**src/rtl/seg_scan_driver.sv**
```systemverilog
// ---------------------------------------------------------------------------
// seg_scan_driver
//   Display-side end of the 32-bit BCD / 8-bit valid interface. One frame is
//   double-buffered (pending -> shadow), and the shadow frame is time-
//   multiplexed one digit at a time onto a 4-bit digit bus plus a 3-bit index.
//   Digits whose valid bit is clear are skipped. New frames are only promoted
//   to the shadow at a frame boundary, so a digit never changes mid-scan.
//
// Optional feature macro: SEG_BLINK_EN (adds blink_mask port and blink phase).
//
// Ports
//   clk          in   system clock, rising edge
//   rst_n        in   asynchronous active-low reset
//   output_data  in   8 BCD nibbles, nibble k = bits [4k+3:4k]
//   output_valid in   per-digit enable, bit k gates nibble k
//   load         in   capture request for output_data/output_valid
//   load_ready   out  1 = pending buffer empty, a load is accepted
//   blink_mask   in   (SEG_BLINK_EN) per-digit blink enable, sampled live
//   seg_data     out  nibble of the digit shown, 0 when blank
//   seg_an       out  index of the digit shown
//   blank        out  1 = no digit lit this slot
// ---------------------------------------------------------------------------
module seg_scan_driver #(
    parameter int unsigned SCAN_DIV  = 100000,
    parameter int unsigned BLINK_DIV = 250
) (
    input  logic        clk,
    input  logic        rst_n,
    input  logic [31:0] output_data,
    input  logic [7:0]  output_valid,
    input  logic        load,
    output logic        load_ready,
`ifdef SEG_BLINK_EN
    input  logic [7:0]  blink_mask,
`endif
    output logic [3:0]  seg_data,
    output logic [2:0]  seg_an,
    output logic        blank
);

    localparam int unsigned  DW   = (SCAN_DIV > 1) ? $clog2(SCAN_DIV) : 1;
    localparam logic [DW-1:0] LAST = DW'(SCAN_DIV - 1);

    logic [DW-1:0] div_cnt_q, div_cnt_d;
    logic [31:0]   shd_data_q, shd_data_d;
    logic [7:0]    shd_valid_q, shd_valid_d;
    logic [31:0]   pnd_data_q, pnd_data_d;
    logic [7:0]    pnd_valid_q, pnd_valid_d;
    logic          pnd_full_q, pnd_full_d;
    logic [2:0]    an_q, an_d;
    logic [3:0]    data_q, data_d;
    logic          blank_q, blank_d;

    logic          tick, boundary, apply, accept, wrap;
    logic          step_found;
    logic [2:0]    cand, step_idx, first_idx;
    logic          hide;
    logic          visible;

    // Scan timing, next-index search and double-buffer control.
    always_comb begin
        tick       = (div_cnt_q == LAST);
        div_cnt_d  = tick ? '0 : div_cnt_q + 1'b1;

        // First valid index cyclically after the current one; when the
        // current digit is the only valid one the search lands back on it.
        step_idx   = an_q;
        step_found = 1'b0;
        cand       = '0;
        for (int unsigned k = 1; k <= 8; k++) begin
            cand = an_q + 3'(k);
            if (!step_found && shd_valid_q[cand]) begin
                step_idx   = cand;
                step_found = 1'b1;
            end
        end
        wrap = (step_idx <= an_q);

        // Lowest set bit of the incoming mask (index 0 inclusive).
        first_idx = '0;
        for (int unsigned k = 8; k > 0; k--) begin
            if (pnd_valid_q[k-1]) first_idx = 3'(k - 1);
        end

        boundary = tick && (wrap || (shd_valid_q == '0));
        apply    = boundary && pnd_full_q;
        accept   = load && !pnd_full_q;

        pnd_data_d  = pnd_data_q;
        pnd_valid_d = pnd_valid_q;
        pnd_full_d  = pnd_full_q;
        if (accept) begin
            pnd_data_d  = output_data;
            pnd_valid_d = output_valid;
            pnd_full_d  = 1'b1;
        end else if (apply) begin
            pnd_full_d  = 1'b0;
        end

        shd_data_d  = apply ? pnd_data_q  : shd_data_q;
        shd_valid_d = apply ? pnd_valid_q : shd_valid_q;

        an_d = an_q;
        if (tick) begin
            if (apply)                    an_d = first_idx;
            else if (shd_valid_q == '0)   an_d = '0;
            else                          an_d = step_idx;
        end
    end

`ifdef SEG_BLINK_EN
    localparam int unsigned BW = $clog2(BLINK_DIV + 1);
    logic [BW-1:0] frm_cnt_q, frm_cnt_d;
    logic          phase_q, phase_d;

    always_comb begin
        frm_cnt_d = frm_cnt_q;
        phase_d   = phase_q;
        if (boundary) begin
            if (frm_cnt_q == BW'(BLINK_DIV - 1)) begin
                frm_cnt_d = '0;
                phase_d   = ~phase_q;
            end else begin
                frm_cnt_d = frm_cnt_q + 1'b1;
            end
        end
    end

    always_ff @(posedge clk or negedge rst_n) begin
        if (!rst_n) begin
            frm_cnt_q <= '0;
            phase_q   <= 1'b0;
        end else begin
            frm_cnt_q <= frm_cnt_d;
            phase_q   <= phase_d;
        end
    end

    assign hide = phase_d & blink_mask[an_d];
`else
    assign hide = 1'b0;
`endif

    // Registered digit outputs, refreshed only on a tick and computed from
    // the frame that will be in the shadow after this edge.
    always_comb begin
        visible = shd_valid_d[an_d] & ~hide;
        data_d  = data_q;
        blank_d = blank_q;
        if (tick) begin
            data_d  = visible ? shd_data_d[{an_d, 2'b00} +: 4] : 4'h0;
            blank_d = ~visible;
        end
    end

    always_ff @(posedge clk or negedge rst_n) begin
        if (!rst_n) begin
            div_cnt_q   <= '0;
            shd_data_q  <= '0;
            shd_valid_q <= '0;
            pnd_data_q  <= '0;
            pnd_valid_q <= '0;
            pnd_full_q  <= 1'b0;
            an_q        <= '0;
            data_q      <= '0;
            blank_q     <= 1'b1;
        end else begin
            div_cnt_q   <= div_cnt_d;
            shd_data_q  <= shd_data_d;
            shd_valid_q <= shd_valid_d;
            pnd_data_q  <= pnd_data_d;
            pnd_valid_q <= pnd_valid_d;
            pnd_full_q  <= pnd_full_d;
            an_q        <= an_d;
            data_q      <= data_d;
            blank_q     <= blank_d;
        end
    end

    assign load_ready = ~pnd_full_q;
    assign seg_data   = data_q;
    assign seg_an     = an_q;
    assign blank      = blank_q;

endmodule
```
**config.mk**
```make
export PLATFORM = sky130hd
export DESIGN_NAME = seg_scan_driver
export DESIGN_NICKNAME = d
export VERILOG_FILES = /design/src/rtl/seg_scan_driver.sv
export SDC_FILE = /design/constraint.sdc
export NUM_CORES = 1
export LEC_CHECK = 0
export CAP_MARGIN = 5
export CORE_MARGIN = 8
export CORE_UTILIZATION = 50
export CTS_BUF_LIST = sky130_fd_sc_hd__clkbuf_4 sky130_fd_sc_hd__clkbuf_8
export DETAILED_ROUTE_END_ITERATION = 16
export GPL_TIMING_DRIVEN = 0
export MAX_ROUTING_LAYER = met4
export PLACE_DENSITY_LB_ADDON = 0.3
export SKIP_LAST_GASP = 1
export SYNTH_ARGS = -nofsm -noshare
export SYNTH_HDL_FRONTEND = slang
export SYNTH_SLANG_ARGS = --single-unit
```
**constraint.sdc**
```tcl
create_clock -name clk -period 5.3 [get_ports clk]
set_input_delay 1.06 -clock clk [delete_from_list [all_inputs] [get_ports clk]]
set_output_delay 1.06 -clock clk [all_outputs]
set_load 0.01 [all_outputs]
```
**Run 1: signal metal coverage by tile**

The die is cut into 25 by 25 equal tiles; white is low, dark blue is high, scaled to the fullest tile. Values are wire area over tile area, all layers added.
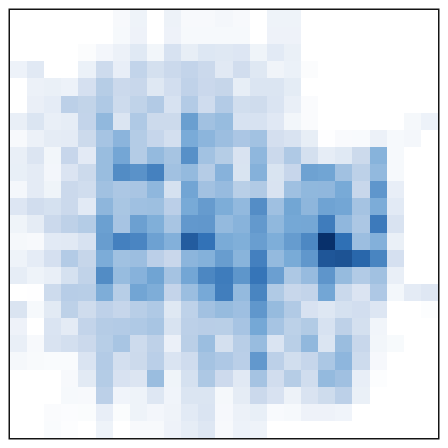
nearly empty tiles	23%
fullest tile	0.71
tiles over half the peak	9.6%
all-layer global routing usage: 19.1%
DRT Wirelength: 14.5 mm
total via count in the routed design: 4431
wire length per cell after detailed routing: 19.3 um

**Run 1: selected gate families**

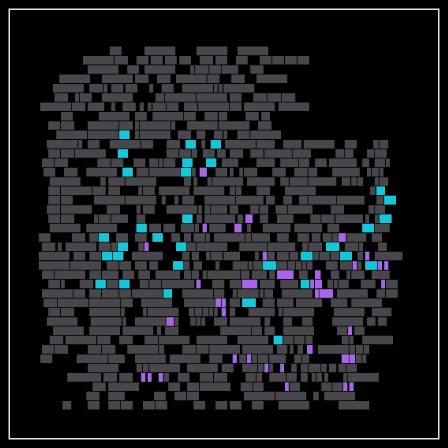
family	colour	cells
NOR gates	purple	38
AND-OR and OR-AND gates	cyan	32
number of cells in the finished layout apart from fillers: 753
logic share of the area: 42.5%
most common cell after layout, fill and taps aside: dfrtp_1

**Run 1: pin map**

The bar under the picture is 20 um long. Pins as bars across the die edge, other pins in grey.
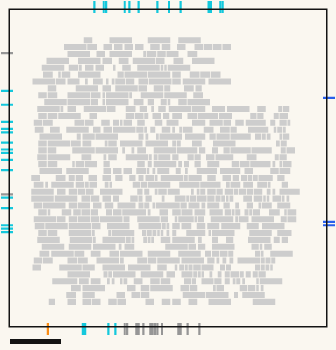
port	colour	pins	direction	edge
`rst_n`	orange	1	input	south
`seg_an`	blue	3	output	east
`output_data`	cyan	32	input	15 west, 13 north, 4 south
all pins by edge	19 south, 17 west, 13 north, 3 east
horizontal extent of the die: 125 um
number of buffers inserted by port buffering: 51
die y size: 125 um

==> summary.txt, run 1 <==
Here are the numbers from the latest Yosys + OpenROAD run.

Per the timing report, the most critical flop-to-flop path finishes at seg_data[1]. Setup total negative slack on the finished layout was measured at 0 ns. The area figure in the yosys stat output came out at 0.00592 sq mm. The power per cell area is 202 mW/mm^2.

The CTS log lists the clock sinks for this run as 106. The register area is 0.00266 sq mm. The number of warnings reported in the yosys synthesis log came out at 0.

The initial antenna violation count came out at 0. The count of distinct cell types in the synthesized netlist came out at 63. The combinational gate area is 0.00310 sq mm.

The power dissipated in sequential cells is 0.875 mW. The type of destination of the critical path is a flop. The stage logs contain a warning count of 27. Buffers outside the clock tree occupy 13.7% of the routed design's cell area.

The worst clock skew on the final layout is 0.00819 ns. The run finished with clean final reports. The final setup violation count is 0.

The smallest setup slack after layout came out at 0.0998 ns. The post-cts sizing count came out at 24. In the post-synthesis netlist, the biggest area contributors are dfrtp_1, mux2_2, mux2i_1. The final layout contains 654 nets. The highest clock rate came out at 192 MHz. The area fraction in mux cells is 25.1%. The overall die area came out at 0.0156 sq mm. The global router reports that the layer with the highest usage is met2. The number of ports placed on the die boundary came out at 52. Endpoints failing hold in the final report were tallied at 0. The wire length on met2 is 7.40 mm. The combinational share of power came out at 6.6%. The peak per-stage delay on the critical path came out at 0.56 ns. Ranked by instance count, the synthesized netlist is headed by dfrtp_1, mux2_2, mux2i_1, inv_1, nor2_1.

Looking at area per cell type in the netlist, the leader is dfrtp_1. The sequential share of cell area came out at 36.4%. The total combinational power is 0.0978 mW.

The post-synthesis compound-gate area fraction is 10.3%. According to the timing report, the data required time at the worst endpoint equals 5.62 ns. Of the combinational cells, the family taking the most area is multiplexers.

The final antenna diode tally reported by the flow is 0. The worst setup path is of the reg -> reg kind. The number of hold-repair buffers added at the cts stage is 0. For hold timing, the worst endpoint is shd_data_q[18]. The kind of launch point of the worst setup path is a flop. The power report attributes to the sequential group a share of 59.5%. The placer congestion estimate is 0.888. The first detailed-routing pass took 7 iterations. Looking at the cell usage after synthesis, the top flip-flop cell is dfrtp_1. Per the detail_route report, DRC violations left total 0. The count of clock buffers in the final design came out at 12. The clock network latency to the later pin of the worst-skew pair came out at 0.39 ns. The switching power total is 0.348 mW.

The number of nets still failing antenna checks after routing came out at 0. The number of fillers in the final layout is 922. The number of cells traversed by the worst hold path came out at 2. The area share of the largest cell type after synthesis is 44.4%. The global-route wire length before repair is 23.6 mm. The post-detailed-placement half-perimeter wirelength came out at 10.3 mm.

Per the power-grid run, VDD falls by no more than 0.192 mV. The origin of the worst min-delay path is shd_data_q[18]. The post-synthesis area per instance is 11.5 sq um.

The maximum buffer depth of the clock tree came out at 2. For reference, the critical path is launched at seg_an[0]. The number of maximum-capacitance constraint violations is 0. The area fraction of clock buffers and clock inverters came out at 2.71%. The number of flip-flops and latches is 106.

Logic depth along the worst register-to-register path is recorded as 21. The cell with the most instances after synthesis is dfrtp_1. The slowest stage of the critical path belongs to the cell mux4_2. The number of logic gates came out at 335. The pin count of the biggest net entering global routing is 62.

At the worst endpoint, the arrival time is 5.53 ns. The layout overhead on the synthesized area came out at 23.3%. The number of instances in the synthesized netlist is 515. The number of slew-limit violations in the final report is 0. The clock network fraction of total power came out at 33.9%. The global-route congestion overflow total came out at 0. The synthesized netlist devotes 2.37% of its cell area to XOR and XNOR gates. The global routing met1 resource utilization came out at 22.6%. The post-synthesis cell count from yosys is 515.

The proportion of layout cells with a drive suffix above 1 is 28.5%. For the pin with the worst max-slew slack, the measured transition is 0.703 ns. After detailed routing, the met3 layer carries 530 um of wire. The largest fanout on the critical path came out at 7.

Buffers inserted during clock tree synthesis total 9. The count of routing violations after the opening detailed-route iteration came out at 380. The total number of tap cells is 143. In the layout the commonest cells are dfrtp_1, mux2_2, clkdlybuf4s50_1. The library cell appearing most often on the critical path is mux2i_1.

The post-synthesis register bit count is 106. The global-route track usage on met2 is 31.6%. The clock-pin slew reported for the worst setup and hold paths after clock tree synthesis came out at 0.10 ns.

In the per-layer breakdown of the detailed-route log, met1 shows 6.24 mm. The pre-CTS setup check shows a worst slack of -1.16 ns. The largest share of the power goes to sequential cells.

For reference, simple AND, OR, NAND and NOR cells occupy 10.6% of the area reported after synthesis. The non-clock inverter instance count of the final layout is 41. The reg-to-reg setup timing slack is 0.1 ns. The synthesized area is 0.00592 sq mm. The switching power as a share of total power is 23.7%. The fraction of the core area occupied by cells at floorplan is 51.6%. TritonCTS built the clock tree.

In this run the critical register-to-register path is launched from seg_an[0]. The area of the core region is 0.0115 sq mm. Summing the sequential cell areas from Yosys gives 44.8% of the chip area. After layout, the worst path uses 98.1% of the clock period. The number of nets handed over by synthesis was 564. The met3 demand-to-capacity share in global routing is 2.72%. Clock tree synthesis selected as its root buffer the cell clkbuf_8. Looking at the area split, the leading class of cells is combinational gates. The total setup buffers inserted after CTS came out at 11. After routing the design area is 0.00730 sq mm.

The routed design shows a via density per instance of 5.88. The worst relative slew slack came out at 52.6%. The type of the tightest min-delay check is reg -> reg. Traced cell by cell, the critical path runs through clkinvlp_4 -> ha_4 -> buf_8 -> mux2_4 -> mux4_2 -> a211oi_4 -> o21ai_2 -> xnor2_1 -> ha_2 -> nor2b_4 -> o21a_1 -> o211ai_1 -> buf_4 -> a31oi_4 -> a32o_2 -> buf_6 -> or4b_4 -> o31a_1 -> mux2i_1 -> mux2i_1 -> a21oi_1. The H-tree depth came out at 3.

The floorplan has 39 rows. The critical path ends at seg_data[1]. Power attributed to the clock group is 0.499 mW.

The design internal power is 1.12 mW. The count of plain and timing-repair buffers is 112.
-- run 1: flip-flops by register name (all words and copies together) (netlist names) --
name	count
blank	1
div_cnt_q	17
pnd_data_q	32
pnd_full_q	1
pnd_valid_q	8
seg_an	3
seg_data	4
shd_data_q	32
shd_valid_q	8
-- run 1: metrics by stage --
stage	hold slack, ns	total power [mW]	util (%)	cells
CTS	0.495	1.49	61.1	737
global placement	0.461	0.983	57.6	709
global route	0.520	1.53	63.7	753
floorplan	0.443	0.924	-	515
finish	0.492	1.47	63.7	753
detailed placement	0.473	0.990	57.9	710
-- run 1: worst max-delay path: cells and delay by family, from the launching register on --
kind,cells,cell delay [ns]
simple gates,2,0.54
fa+ha+maj,2,0.56
mux,4,1.19
buf+inv,4,0.65
compound gates,8,1.55
flops,1,0.43
xor+xnor,1,0.21
**Run 1: clock wiring as the flow saved it**

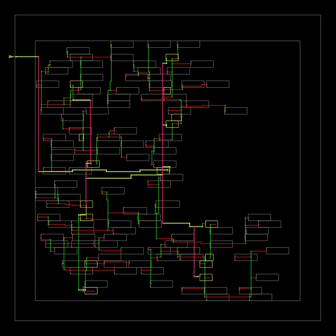

## Run 2: what changed since run 1
Settings changed: PLACE_DENSITY set to 0.73, PLACE_DENSITY_LB_ADDON 0.3 to unset.
**Run 2: clock wiring as the flow saved it**

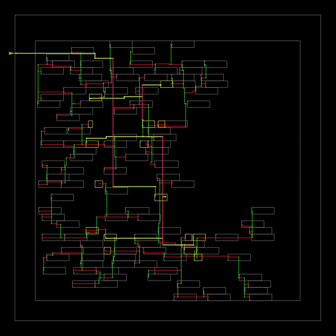
clk sink count: 106
number of buffers added by the clock tree synthesis step: 9
Clock Buffer Count: 10
Clock Skews: 0.0120 ns
power attributed to the clock group: 0.460 mW

==> summary.txt, run 2 <==
Here are the numbers from the latest Yosys + OpenROAD run.

The number of buffers inserted by port buffering was 51 (unchanged). The total setup buffers inserted after CTS came to 11 (unchanged). The global-route track usage on met2 is 30.9% (-0.69 points). The area share of the largest cell type after synthesis is 44.4% (unchanged). The count of routing violations after the opening detailed-route iteration is 327 (-14%). The met3 layer wire length in the routed design came out at 496 um (-6.4%). The number of cells traversed by the worst hold path was 2 (unchanged). The worst path needs 5.22 ns of the cycle, external delays included.

The post-synthesis net count came out at 564 (unchanged). The final period utilization came out at 98.6% (+0.47 points). The parity-gate share of the synthesized area counting xor and xnor cells was 2.37% (unchanged). The share of synthesized cell area in and, or, nand and nor gates is 10.6% (unchanged). The detailed-router iteration count before antenna repair is 4 (-3). The aggregate negative setup slack is 0 ns (unchanged).

The maximum buffer depth of the clock tree was 2 (unchanged). The total track usage came out at 18.8% (-0.28 points). The highest metal layer carrying signal wires in the routed design is met4. The met3 demand-to-capacity share in global routing came out at 3.57% (+0.85 points). The placer congestion estimate came out at 0.897 (+0.96%). The worst path arrival time is 5.53 ns (about the same). The area of the core region is 0.0115 sq mm (unchanged). The post-synthesis register bit count was 106 (unchanged).

The number of stages on the worst setup path is 25 (+19%). The number of warnings reported in the yosys synthesis log is 0 (unchanged). The power per cell area was 197 mW/mm^2 (-2.4%). The number of antenna diodes came out at 0 (unchanged).

Among all stages on the critical path, the largest delay is contributed by or4b_4. The per-cell routed wire length is 18.9 um (-1.9%). The global routing's busiest layer is met2. The number of vias per cell was 5.92 (+0.62%). The sequential element share of the synthesized area came to 44.8% (unchanged). In this run, synthesis inferred 0 flip-flops with an integrated enable. The endpoint of the worst register-to-register path is seg_data[1]. The width of the chip is 125 um (unchanged). The proportion of layout cells with a drive suffix above 1 came out at 28.9% (+0.42 points).

The global-route wire length before repair came out at 23.2 mm (-1.7%). The number of rows in the core area is 39 (unchanged). The global-route congestion overflow total came out at 0 (unchanged). The via count of the first global-routing pass is 4510.

The count of distinct cell types in the synthesized netlist is 63 (unchanged). The worst reg-to-reg path cell count came to 25 (+19%). The vertical die size came out at 125 um (unchanged). The pin count of the biggest net entering global routing is 62 (unchanged).

The cell-mix breakdown from Yosys lists the adder-cell area share as 1.27%. TritonCTS built the clock tree. The largest registers in the layout are pnd_data_q (32), shd_data_q (32), div_cnt_q (17).

The cell with the most instances after synthesis is dfrtp_1. The library cell appearing most often on the critical path is mux2i_1. The capture point of the critical path was reported as seg_data[1]. The post-cts sizing count came out at 23 (-4.2%).

The number of hold-repair buffers added at the cts stage came to 0 (unchanged). By count the netlist is led by dfrtp_1, mux2_2, mux2i_1, inv_1, nor2_1. The H-tree depth is 3 (unchanged). The initial antenna violation count came out at 0 (unchanged). The wire length on met2 is 7.37 mm (-0.43%). The count of nets after finishing is 659 (+0.76%). The area figure in the yosys stat output is 0.00592 sq mm (unchanged). The largest fanout on the critical path was 10 (+3). Looking at hold timing, the worst path starts from shd_data_q[26]. The total length of routed wires is 14.3 mm (-1.2%). The capture endpoint of the worst hold path is shd_data_q[26].

The reg-to-reg setup timing slack came out at 0.08 ns (-0.02 ns). The number of slew-limit violations in the final report is 0 (unchanged). The transition time at the pin with the least slew margin is 0.726 ns (+0.0229 ns). The worst setup path is of the reg -> reg kind. The area fraction in mux cells came to 25.1% (unchanged). The peak per-stage delay on the critical path is 0.52 ns (-0.04 ns). Looking at the cell usage after synthesis, the top flip-flop cell is dfrtp_1.

The met1 wire length came out at 6.13 mm (-1.8%). The overall die area is 0.0156 sq mm (unchanged). Per the CTS log, the root buffer master is clkbuf_8. The number of instances in the synthesized netlist was 515 (unchanged). Among cell families on the critical path, the largest total delay comes from AND-OR/OR-AND gates. The number of ports placed on the die boundary was 52 (unchanged). The dominant cell type by area after synthesis is dfrtp_1. The fraction of the core area occupied by cells at floorplan is 51.6% (unchanged). The number of remaining DRC errors came out at 0 (unchanged).

By area the synthesized netlist is led by dfrtp_1, mux2_2, mux2i_1. The leakage power figure is 3.48 nW. The post-synthesis compound-gate area fraction is 10.3% (unchanged). The dominant combinational cell family by area after synthesis is multiplexers. The flow measured a signed area growth from synthesis to layout of 23.0%.

Per the cell usage report, the commonest logic cell in the layout is dfrtp_1. The tool warning count is 28 (+3.7%). The total design power came out at 1.43 mW (-2.6%). The worst hold path belongs to the class reg -> reg. The buffering stage count on the worst path with inverters included came out at 7 (+3). The overall via count from detail_route is 4488 (+1.3%). STA classifies the critical path endpoint as a flop. The required time of the worst setup path came out at 5.60 ns (-0.02 ns).

The post-synthesis area per instance is 11.5 sq um (unchanged). The final setup violation count came to 0 (unchanged). The worst relative slew slack is 51.0% (-1.5 points). The clock-pin slew reported for the worst setup and hold paths after clock tree synthesis is 0.10 ns (about the same). After synthesis, the share of flip-flops with an asynchronous set or reset is 100%. The clock network latency to the later pin of the worst-skew pair came out at 0.37 ns (-0.02 ns).

The final count of hold timing violations came out at 0 (unchanged). The number of maximum-capacitance constraint violations is 0 (unchanged). The number of nets still failing antenna checks after routing is 0 (unchanged).

The synthesized area came out at 0.00592 sq mm (unchanged). Per the timing report, the most critical flop-to-flop path originates at seg_an[1]. STA classifies the critical path startpoint as a flop.

Ranking logic cells in the layout by count gives the top entries dfrtp_1, mux2_2, clkdlybuf4s50_1. The flow ran to the end, and the final reports show no timing, DRC or antenna violations. The highest clock rate came out at 191 MHz (-0.47%). The post-detailed-placement half-perimeter wirelength is 10.3 mm (about the same). The post-synthesis cell count from yosys came out at 515 (unchanged). The worst ir drop on vdd was 0.162 mV (-16%). The critical path startpoint is seg_an[1]. The global routing met1 resource utilization came out at 22.7% (+0.15 points).
**Run 2: a small window of the routed layout**

The bar under the picture is 5 um long. Window x 52 to 72, y 77 to 97 um. Cells in grey, sequential cells in the stronger grey; small squares are vias.
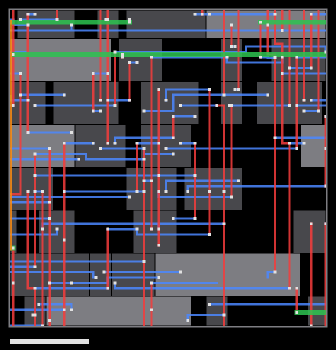
layer	colour
metal 3	green
metal 2	red
metal 4	orange
metal 1	blue
sequential cells in the window	4
netlist names of flops here include	`shd_data_q` (2)
most frequent	inv_1 (5), dfrtp_1 (4)
cells with their middle in the window	27

run 2: per-stage QoR:
stage	area, sq um	std cells	worst slack, ns	hold slack, ns	utilization (%)
global route	7280	758	-0.0861	0.513	63.5
detailed placement	6630	710	-1.11	0.472	57.9
CTS	6990	737	-0.00258	0.496	60.9
floorplan	5920	515	0.00184	0.443	-
finish	7280	758	0.0751	0.485	63.5
global placement	6610	709	-1.01	0.462	57.6
run 2: report_power, final:
part           switching [mW]  internal (mW)
registers              0.0283          0.848
clock network           0.279          0.180
logic                  0.0352         0.0615
total                   0.343           1.09
run 2: area by class of cell:
class | count | area, sq um
clock inverter | 6 | 46.3
multi-input combinational | 335 | 3080
fill | 931 | 4190
clock buffer | 10 | 131
sequential | 106 | 2660
tap | 143 | 179
timing repair buffer | 85 | 797
inverter | 41 | 170
buffer | 32 | 221
**Run 2: pin map**

The bar under the picture is 20 um long. Pins as bars across the die edge, other pins in grey.
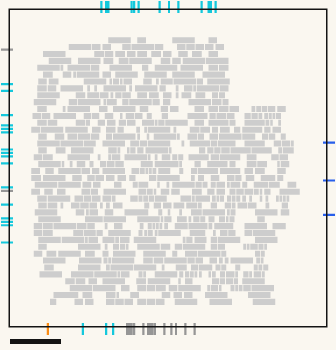

## Run 3: what changed since run 2
Settings changed: SLEW_MARGIN set to 15.
**Run 3: pin map**

The bar under the picture is 20 um long. Pins as bars across the die edge, other pins in grey.
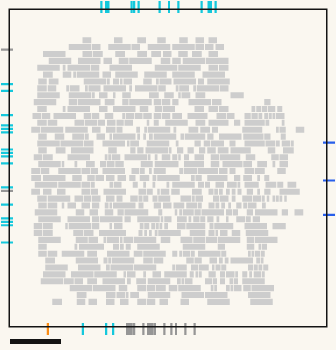
port	colour	pins	direction	edge
`seg_an`	blue	3	output	east
`output_data`	cyan	32	input	16 west, 13 north, 3 south
`rst_n`	orange	1	input	south
all pins by edge	18 south, 18 west, 13 north, 3 east

==> summary.txt, run 3 <==
Here are the numbers from the latest Yosys + OpenROAD run.

The relative contribution of sequential cells to total power is 58.8% (-2.4 points). The leakage power figure was 3.46 nW (-0.39%). The worst reg-to-reg path cell count is 20 (-20%). The post-detailed-placement half-perimeter wirelength came out at 10.3 mm (about the same). The area share of the largest cell type after synthesis is 44.4% (unchanged). The post-layout utilization of the core is 63.0% (-0.52 points). The switching power as a share of total power is 23.6% (-0.27 points). The clock network fraction of total power is 34.7% (+2.6 points). The fraction of the core area occupied by cells at floorplan came out at 51.6% (unchanged). The register area is 0.00266 sq mm (unchanged).

The global-route wire length before repair is 23.2 mm (-0.12%). The area fraction of clock buffers and clock inverters is 2.88% (+0.44 points). The highest routed metal layer is met4. The post-synthesis area per instance came out at 11.5 sq um (unchanged). The clock network latency to the later pin of the worst-skew pair is 0.37 ns (about the same). The overall via count from detail_route came to 4481 (-0.16%). The CTS root buffer is clkbuf_8. The number of remaining DRC errors came out at 0 (unchanged). The placer congestion estimate is 0.897 (unchanged). The count of routing violations after the opening detailed-route iteration came to 275 (-16%).

In the synthesized netlist the dominant register cell turns out to be dfrtp_1. The number of antenna diodes is 0 (unchanged). The non-clock inverter instance count of the final layout is 41 (unchanged). The detailed-router iteration count before antenna repair is 8 (+4). The H-tree depth came out at 3 (unchanged). After synthesis, the cell types taking the most area are dfrtp_1, mux2_2, mux2i_1. The number of hold-repair buffers added at the cts stage was 0 (unchanged).

In this run the most used layer during global routing was met2. The largest fanout on the critical path came to 9 (-1). The maximum buffer depth of the clock tree is 2 (unchanged).

The run finished with clean final reports. The share of flip-flops with an asynchronous set or reset after synthesis is 100% (unchanged). The worst relative slew slack is 52.8% (+1.8 points).

The vertical die size was 125 um (unchanged). The total placed instance area was 0.00664 sq mm (about the same). The total combinational power came to 0.0970 mW (about the same).

The total setup buffers inserted after CTS is 8 (-3). The design internal power came out at 1.14 mW (+4.4%). The final count of hold timing violations came out at 0 (unchanged).

The final period utilization is 97.5% (-1.1 points). Looking at the reg2reg group, the worst path ends at seg_data[1]. The count of clock buffers in the final design was 9 (-1). Looking at the setup timing report, the critical path kind is reg -> reg.

The tool warning count is 28 (unchanged). The synthesized area was 0.00592 sq mm (unchanged). The number of ports placed on the die boundary came out at 52 (unchanged). STA classifies the critical path startpoint as a flop. The initial antenna violation count came out at 0 (unchanged).

The hold slack is 0.491 ns (+0.00627 ns). The post-synthesis net count came out at 564 (unchanged). Looking at hold timing, the worst path starts from shd_data_q[2]. The worst clock skew on the final layout came to 0.0123 ns (+0.000306 ns). The global-route congestion overflow total came out at 0 (unchanged).

The post-cts sizing count came to 24 (+4.3%). The per-cell routed wire length came to 19.3 um (+2.2%). The number of clock sinks is 106 (unchanged). dfrtp_1 is the most common cell in the netlist. The dominant kind of cell by area is combinational gates. In the power breakdown, the biggest contributor is sequential cells.

The most common logic cell in the final layout is dfrtp_1. The number of cells traversed by the worst hold path came out at 2 (unchanged). The number of enable flip-flop cells is 0 (unchanged). The total length of routed wires is 14.5 mm (+1.3%). The worst ir drop on vdd came out at 0.204 mV (+26%).

The total number of tap cells is 143 (unchanged). The number of vias per cell was 5.97 (+0.77%). The post-synthesis cell count from yosys is 515 (unchanged). The sequential share of cell area was 36.8% (+0.30 points).

The number of instances in the synthesized netlist came to 515 (unchanged). The number of logic gates came to 336 (+0.30%). The cell with the biggest individual delay on the critical path is mux4_2. The number of buffers inserted by port buffering is 51 (unchanged).

The global routing met1 resource utilization is 22.7% (about the same). The peak per-stage delay on the critical path is 0.54 ns (+0.02 ns). The final critical-path required period is 5.17 ns (-0.0557 ns).

TritonCTS built the clock tree. The met3 demand-to-capacity share in global routing came out at 2.81% (-0.77 points). The placed cell count is 710 (unchanged). The total track usage is 18.6% (-0.24 points). The number of rows in the core area came out at 39 (unchanged). The wire length on met2 is 7.27 mm (-1.3%).

Sorting the Yosys area breakdown by cell type puts at the top dfrtp_1. The total clock network power is 0.517 mW (+12%). The post-route cell area came out at 0.00722 sq mm (-0.82%). The number of nets still failing antenna checks after routing came out at 0 (unchanged). Yosys reports that the most numerous cell types are dfrtp_1, mux2_2, mux2i_1, inv_1, nor2_1. In this run the critical register-to-register path is launched from seg_an[0]. The worst slack after detailed placement is -1.09 ns (+0.0202 ns).

The power per cell area is 206 mW/mm^2 (+4.9%). Between the synthesized netlist and the finished layout, the area growth was recorded as 22.0%. The area of the core region is 0.0115 sq mm (unchanged).

The area figure in the yosys stat output came out at 0.00592 sq mm (unchanged). The combinational gate area was 0.00306 sq mm (-0.69%). The worst path arrival time is 5.46 ns (-0.07 ns). The sequential element share of the synthesized area is 44.8% (unchanged).

The width of the chip came out at 125 um (unchanged). The registers reported with the highest flop counts are pnd_data_q (32), shd_data_q (32), div_cnt_q (17). The type of the tightest min-delay check is reg -> reg.
**Run 3: a small window of the routed layout**

The bar under the picture is 5 um long. Window x 52 to 72, y 77 to 97 um. Cells in grey, sequential cells in the stronger grey; small squares are vias.
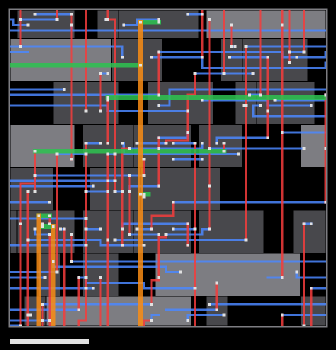
layer	colour
metal 1	blue
metal 2	red
metal 3	green
metal 4	orange
most frequent	inv_1 (5), dfrtp_1 (4)
cells with their middle in the window	28
netlist names of flops here include	`shd_data_q` (2)
sequential cells in the window	4

[run 3: worst max-delay path: cells and delay by family (launching register included)]
family                     cells  cell delay (ns)
and+or+nand+nor                4             1.06
adders and majority gates      1             0.26
muxes                          3             0.89
AOI/OAI and AO/OA              8             1.91
buffers and inverters          4             0.60
DFF                            1             0.39
[run 3: logic make-up after synthesis]
kind of cell	after synthesis	share of synthesized area (%)
AND-OR/OR-AND	80	10.3
XOR/XNOR	16	2.37
adder cells (fa/ha/maj)	6	1.27
buffers and inverters	74	5.52
flip-flops	106	44.8
multiplexers	123	25.1
AND/OR/NAND/NOR	110	10.6
Power is estimated from default activity; no workload was simulated.
